$ cat src/rtl/sgm_path_sequencer.sv
`default_nettype none
// ============================================================================
// Module      : sgm_path_sequencer
// Description : Raster-position sequencer for one SGM path cost calculator.
//               It tracks column and row, generates the path_beginning
//               strobe and holds frame-synchronous P1/P2 penalties.
//               Line/frame timing checks are built only when
//               SGM_TIMING_CHECK_EN is defined.
// Revision    : 1.0 - initial release
// ============================================================================
module sgm_path_sequencer #(
    parameter int IMG_WIDTH  = 1600,
    parameter int IMG_HEIGHT = 1200,
    parameter int PATH_DIR   = 0,
    parameter int P_BITS     = 8,
    parameter int P1_DEFAULT = 10,
    parameter int P2_DEFAULT = 120
) (
    input  logic                          in_clk,
    input  logic                          in_rst_n,
    input  logic                          in_de,
    input  logic                          in_vsync,
    input  logic                          in_cfg_we,
    input  logic [P_BITS-1:0]             in_cfg_P1,
    input  logic [P_BITS-1:0]             in_cfg_P2,
    output logic                          out_de,
    output logic                          out_path_beginning,
    output logic [P_BITS-1:0]             out_P1,
    output logic [P_BITS-1:0]             out_P2,
    output logic [$clog2(IMG_WIDTH)-1:0]  out_x,
    output logic [$clog2(IMG_HEIGHT)-1:0] out_y,
    output logic                          out_frame_end,
    output logic                          out_err
);

    localparam int X_W = $clog2(IMG_WIDTH);
    localparam int Y_W = $clog2(IMG_HEIGHT);

    localparam logic [X_W-1:0] c_x_last = X_W'(IMG_WIDTH - 1);
    localparam logic [Y_W-1:0] c_y_last = Y_W'(IMG_HEIGHT - 1);

    typedef enum logic [1:0] {
        ST_IDLE      = 2'd0,
        ST_WAIT_LINE = 2'd1,
        ST_LINE      = 2'd2,
        ST_DONE      = 2'd3
    } state_t;

    state_t              r_state;
    logic                r_vsync_q;
    logic [X_W-1:0]      r_x;
    logic [Y_W-1:0]      r_y;
    logic [P_BITS-1:0]   r_pend_p1;
    logic [P_BITS-1:0]   r_pend_p2;

    logic                w_vs_rise;
    logic                w_in_frame;
    logic                w_pix_go;
    logic [X_W-1:0]      w_x_inc;
    logic [X_W-1:0]      w_pix_x;
    logic                w_cond;

    // The vsync-rise cycle restarts the frame, so a pixel on that cycle is dropped.
    assign w_vs_rise  = in_vsync & ~r_vsync_q;
    assign w_in_frame = (r_state == ST_WAIT_LINE) || (r_state == ST_LINE);
    assign w_pix_go   = in_de & w_in_frame & ~w_vs_rise;
    assign w_x_inc    = (r_x == c_x_last) ? r_x : r_x + 1'b1;
    assign w_pix_x    = (r_state == ST_LINE) ? w_x_inc : '0;

    if (PATH_DIR == 1) begin : g_dir_vert
        assign w_cond = (r_y == '0);
    end else if (PATH_DIR == 2) begin : g_dir_diag_dr
        assign w_cond = (w_pix_x == '0) || (r_y == '0);
    end else if (PATH_DIR == 3) begin : g_dir_diag_dl
        assign w_cond = (w_pix_x == c_x_last) || (r_y == '0);
    end else begin : g_dir_horiz
        assign w_cond = (w_pix_x == '0);
    end

    always_ff @(posedge in_clk or negedge in_rst_n) begin
        if (!in_rst_n) begin
            r_state            <= ST_IDLE;
            r_vsync_q          <= 1'b1;
            r_x                <= '0;
            r_y                <= '0;
            r_pend_p1          <= P_BITS'(P1_DEFAULT);
            r_pend_p2          <= P_BITS'(P2_DEFAULT);
            out_P1             <= P_BITS'(P1_DEFAULT);
            out_P2             <= P_BITS'(P2_DEFAULT);
            out_de             <= 1'b0;
            out_path_beginning <= 1'b0;
            out_x              <= '0;
            out_y              <= '0;
            out_frame_end      <= 1'b0;
        end else begin
            r_vsync_q          <= in_vsync;
            out_frame_end      <= 1'b0;
            out_de             <= w_pix_go;
            out_path_beginning <= w_pix_go & w_cond;

            if (in_cfg_we) begin
                r_pend_p1 <= in_cfg_P1;
                r_pend_p2 <= in_cfg_P2;
            end

            if (w_pix_go) begin
                r_x   <= w_pix_x;
                out_x <= w_pix_x;
                out_y <= r_y;
            end

            if (w_vs_rise) begin
                r_x     <= '0;
                r_y     <= '0;
                out_P1  <= in_cfg_we ? in_cfg_P1 : r_pend_p1;
                out_P2  <= in_cfg_we ? in_cfg_P2 : r_pend_p2;
                r_state <= ST_WAIT_LINE;
            end else begin
                case (r_state)
                    ST_WAIT_LINE: begin
                        if (in_de) begin
                            r_state <= ST_LINE;
                        end
                    end
                    ST_LINE: begin
                        if (!in_de) begin
                            r_x <= '0;
                            if (r_y == c_y_last) begin
                                out_frame_end <= 1'b1;
                                r_state       <= ST_DONE;
                            end else begin
                                r_y     <= r_y + 1'b1;
                                r_state <= ST_WAIT_LINE;
                            end
                        end
                    end
                    default: begin
                    end
                endcase
            end
        end
    end

`ifdef SGM_TIMING_CHECK_EN
    logic r_err;
    logic r_ovf;

    // r_ovf remembers a pixel arriving after x already saturated at the last column.
    always_ff @(posedge in_clk or negedge in_rst_n) begin
        if (!in_rst_n) begin
            r_err <= 1'b0;
            r_ovf <= 1'b0;
        end else if (w_vs_rise) begin
            r_ovf <= 1'b0;
            if (w_in_frame && ((r_x != '0) || (r_y != '0))) begin
                r_err <= 1'b1;
            end
        end else if (r_state == ST_LINE) begin
            if (in_de) begin
                if (r_x == c_x_last) begin
                    r_ovf <= 1'b1;
                end
            end else begin
                r_ovf <= 1'b0;
                if (r_ovf || (r_x != c_x_last)) begin
                    r_err <= 1'b1;
                end
            end
        end
    end

    assign out_err = r_err;
`else
    assign out_err = 1'b0;
`endif

endmodule
`default_nettype wire

$ cat config.mk
export PLATFORM = sky130hd
export DESIGN_NAME = sgm_path_sequencer
export DESIGN_NICKNAME = d
export VERILOG_FILES = /design/src/rtl/sgm_path_sequencer.sv
export SDC_FILE = /design/constraint.sdc
export NUM_CORES = 1
export LEC_CHECK = 0
export ABC_AREA = 0
export CAP_MARGIN = 20
export CELL_PAD_IN_SITES_DETAIL_PLACEMENT = 0
export CELL_PAD_IN_SITES_GLOBAL_PLACEMENT = 1
export CORE_MARGIN = 2
export CORE_UTILIZATION = 41
export DETAILED_ROUTE_END_ITERATION = 10
export PLACE_DENSITY = 0.89
export REMOVE_ABC_BUFFERS = 1
export SETUP_SLACK_MARGIN = 0.5
export SYNTH_ARGS = -nofsm -noshare
export SYNTH_HDL_FRONTEND = slang
export SYNTH_SLANG_ARGS = --single-unit
$ cat constraint.sdc
create_clock -name in_clk -period 2 [get_ports in_clk]
set_input_delay 0.4 -clock in_clk [delete_from_list [all_inputs] [get_ports in_clk]]
set_output_delay 0.4 -clock in_clk [all_outputs]
set_load 0.02 [all_outputs]
==> impl_results.rst <==
Metrics
=======

.. list-table::
   :header-rows: 1

   * - Metric
     - Value
   * - AND/OR/NAND/NOR Cells, Area Fraction
     - 23.37%
   * - Main combinational cell family by area after synthesis
     - simple AND/OR/NAND/NOR gates
   * - Maximum clock insertion buffer count
     - 2
   * - Xor/xnor share
     - 3.029%
   * - Total power per unit cell area
     - 908.1 nW/um2
   * - Post-layout worst setup margin
     - 0.1863 ns
   * - Met2 layer wire length in the routed design
     - 6002 um
   * - Post-CTS Hold Fix Bufs
     - 1
   * - Final-stage net count
     - 541
   * - Grt peak-use layer
     - met2
   * - Top-Level Pins
     - 63
   * - Half-perimeter wire length after detailed placement
     - 6130 um
   * - GR met3 Demand/Resource
     - 6.395%
   * - Worst slack after detailed placement
     - -0.05734 ns
   * - Die outline width
     - 99.75 um
   * - Most instantiated library cell after synthesis
     - sky130_fd_sc_hd__nand2_1
   * - Slowest cell delay on critical path
     - 0.49 ns
   * - Cell type group with the largest total delay on the critical path
     - simple AND/OR/NAND/NOR gates
   * - P_seq
     - 2.00 mW
   * - Crit path from
     - r_x[1]$_DFF_PN0_
   * - Total clock sinks
     - 82
   * - Count of inserted antenna diode cells
     - 0
   * - Clock-pin slew on the worst setup and hold paths
     - 0.09 ns
   * - GP Congestion
     - 0.9071
   * - Cycle use final
     - 90.68%
   * - Number of setup buffers added after CTS
     - 32
   * - DRT met1 WL
     - 4392 um
   * - P_leak
     - 2.729 nW
   * - Status
     - finished clean
   * - Type of element launching the critical path
     - register
   * - Multi-Input Combinational
     - 272
   * - Peak clock frequency supported by timing
     - 551.4 MHz
   * - Area fraction in full adders, half adders and majority gates
     - 1.332%
   * - Max H-tree Level
     - 3
   * - Data required time of the critical path
     - 2.28 ns
   * - Total number of cells along the worst setup path
     - 7
   * - Total die size
     - 9949 um2
   * - Detailed router's first-iteration violation count
     - 194
   * - Total of flip-flops plus latches after synthesis
     - 82
   * - Mux contribution to synthesized area
     - 5.626%
   * - DIE HEIGHT
     - 99.75 um
   * - Post-DR vias/cell
     - 5.504
   * - Sequential cell area
     - 2077 um2
   * - DP Area
     - 4716 um2
   * - Combinational group share of total power
     - 40.1%
   * - Number of pins with negative max-slew slack in the final report
     - 0
   * - Fraction of layout instances using a drive strength above 1
     - 45.49%
   * - Clock buffers
     - 10
   * - Min Clock Period, post-route
     - 1.814 ns
   * - Total cells reported by yosys after synthesis
     - 377
   * - Critical Path, Cell by Cell
     - ha_4, nand2_8, nor4_4, buf_4, buf_4, or4_4, a21oi_2
   * - Cell area leaders
     - sky130_fd_sc_hd__dfrtp_1, sky130_fd_sc_hd__nand2_1, sky130_fd_sc_hd__dfstp_2, sky130_fd_sc_hd__mux2_2, sky130_fd_sc_hd__o21ai_0
   * - Hold Crit Depth
     - 2
   * - Worst reg2reg startpoint
     - r_x[1]$_DFF_PN0_
   * - Count of distinct cell types in the synthesized netlist
     - 51
   * - CP dominant cell by count
     - sky130_fd_sc_hd__buf_4
   * - Power group with the highest consumption
     - combinational logic
   * - Part of the power in registers
     - 37.0%
   * - Clock tree cell share of total cell area
     - 3.358%
   * - Synth Instances
     - 377
   * - Detailed-routing iteration count for the pre-antenna-repair pass
     - 4
   * - NetSw
     - 1.853 mW
   * - Dominant register cell
     - sky130_fd_sc_hd__dfrtp_1
   * - Commonest Layout Cell
     - sky130_fd_sc_hd__nand2_1
   * - Post-Synthesis Cell Area
     - 3759 um2
   * - Proportion of synthesized chip area in sequential cells
     - 55.03%
   * - Number of buffer and inverter stages on the critical path
     - 2
   * - Core Density at Floorplan
     - 42.68%
   * - Data arrival at the endpoint of the critical path
     - 2.10 ns
   * - Largest cell class by area
     - registers
   * - Total overflow reported by the global router
     - 0
   * - CTS Root Buffer Type
     - sky130_fd_sc_hd__clkbuf_8
   * - Final cell count without fillers
     - 629
   * - Cell count after placement
     - 561
   * - Post-synthesis area per instance
     - 9.970 um2
   * - Non-clk bufs
     - 146
   * - Via count
     - 3462
   * - Crit path capture type
     - register
   * - Yosys aoi share
     - 8.855%
   * - DRT antenna net count
     - 0
   * - Hold Crit Endpoint
     - r_vsync_q$_DFF_PN1_
   * - Cell resize tally after clock tree synthesis
     - 162
   * - Antenna violations before repair
     - 0
   * - Inserted tap cell count
     - 108
   * - First-pass GRT wire length
     - 17900 um
   * - Setup_tns
     - 0 ns
   * - Share of flip-flops with an asynchronous set or reset
     - 100.0%
   * - Clock network fraction of total power
     - 22.9%
   * - Biggest fanout along the worst timing path
     - 6
   * - Number of port buffers
     - 61
   * - Number of global-route vias before repair
     - 3605
   * - Area share of the largest cell type after synthesis
     - 45.94%
   * - Startpoint of the worst hold path
     - in_vsync
   * - Area share of buffers outside the clock network
     - 24.49%
   * - Fraction of power spent switching nets
     - 34.23%
   * - Final setup fails
     - 0
   * - Fillcell total
     - 633
   * - Number of hold violations in the final report
     - 0
   * - Number of violations of the max-capacitance limit
     - 0
   * - Cell type of the slowest stage on the worst timing path
     - sky130_fd_sc_hd__or4_4
   * - Int Power
     - 3.561 mW
   * - Count of library flops with an enable pin
     - 0
   * - Number of warnings in the stage logs
     - 28
   * - Largest vdd supply drop
     - 540.0 uV
   * - Unrepaired setup endpoints after global routing
     - yes
   * - Critical path type
     - reg -> reg
   * - Highest routing layer actually used
     - met4
   * - Worst-case register-to-register setup slack
     - 0.19 ns
   * - Proportion of cell area occupied by multi-input gates
     - 34.73%
   * - Non-clock inverter count
     - 5
   * - Post-synth top area cell
     - sky130_fd_sc_hd__dfrtp_1
   * - Leading post-synthesis cells by instance count
     - sky130_fd_sc_hd__nand2_1, sky130_fd_sc_hd__dfrtp_1, sky130_fd_sc_hd__mux2_2, sky130_fd_sc_hd__o21ai_0, sky130_fd_sc_hd__clkbuf_1
   * - Detailed-routed wire length on met3
     - 773 um
   * - Clock tree from TritonCTS
     - done
   * - Register-to-Register Path Depth
     - 7
   * - Worst slack on hold paths
     - 0.4406 ns
   * - Number of buffers added by the clock tree synthesis step
     - 9
   * - Global-route met1 utilization
     - 26.20%
   * - Flip-flops
     - 82
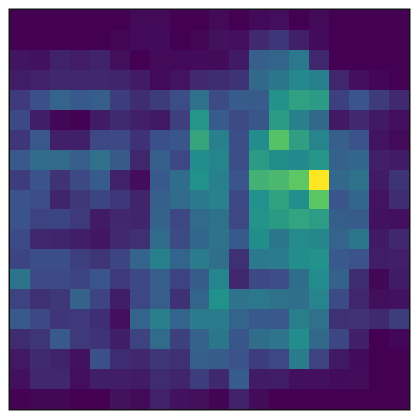
Figure 1: wire density map.
Drawn at 4 px/um. 20 x 20 tiles, from dark purple (low) to yellow (high), scaled to the fullest tile. Values are wire area over tile area, all layers added.
mean over tiles: 0.19
emptiest ninth of the die: north-west
tiles over half the peak: 5.8%
nearly empty tiles: 14%
fullest tile: 0.94
wire length reported by the detailed router: 11660 um
aggregate global-route resource usage: 22.85%
Routed wire per std cell: 18.54 um

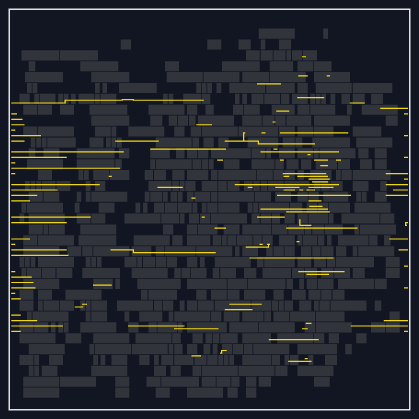
Figure 2: met3 routing.
Drawn at 4 px/um. Cells faint in the background.
share of all routed wire: 6.6%
nets with wire on the layer: 85
wire length on this layer: 773 um
main direction: horizontal
longest straight run: 27.8 um

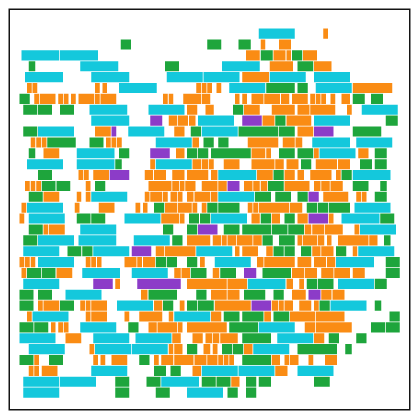
Figure 3: cell classes on the final placement.
Drawn at 4 px/um.
| color | class | cells | share of their area |
|---|---|---|---|
| purple | clock drivers and dummy loads | 16 | 3.4% |
| green | remaining buffers and delay cells | 146 | 25% |
| orange | remaining logic cells | 277 | 36% |
| cyan | registers | 82 | 36% |
Layout Utilization: 67.70%
post-route design area: 5962 um2
proportion of cell area occupied by registers: 34.84%
Core Footprint: 8806 um2
Rows: 34

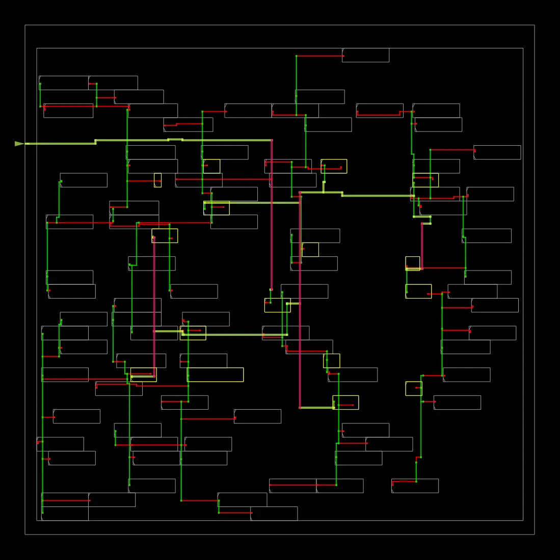
Figure 4: clock wiring as the flow saved it.
Skew-Pair Late Insertion Delay: 0.36 ns
worst clock skew: 0.008346 ns

Power and IR drop assume default switching activity.
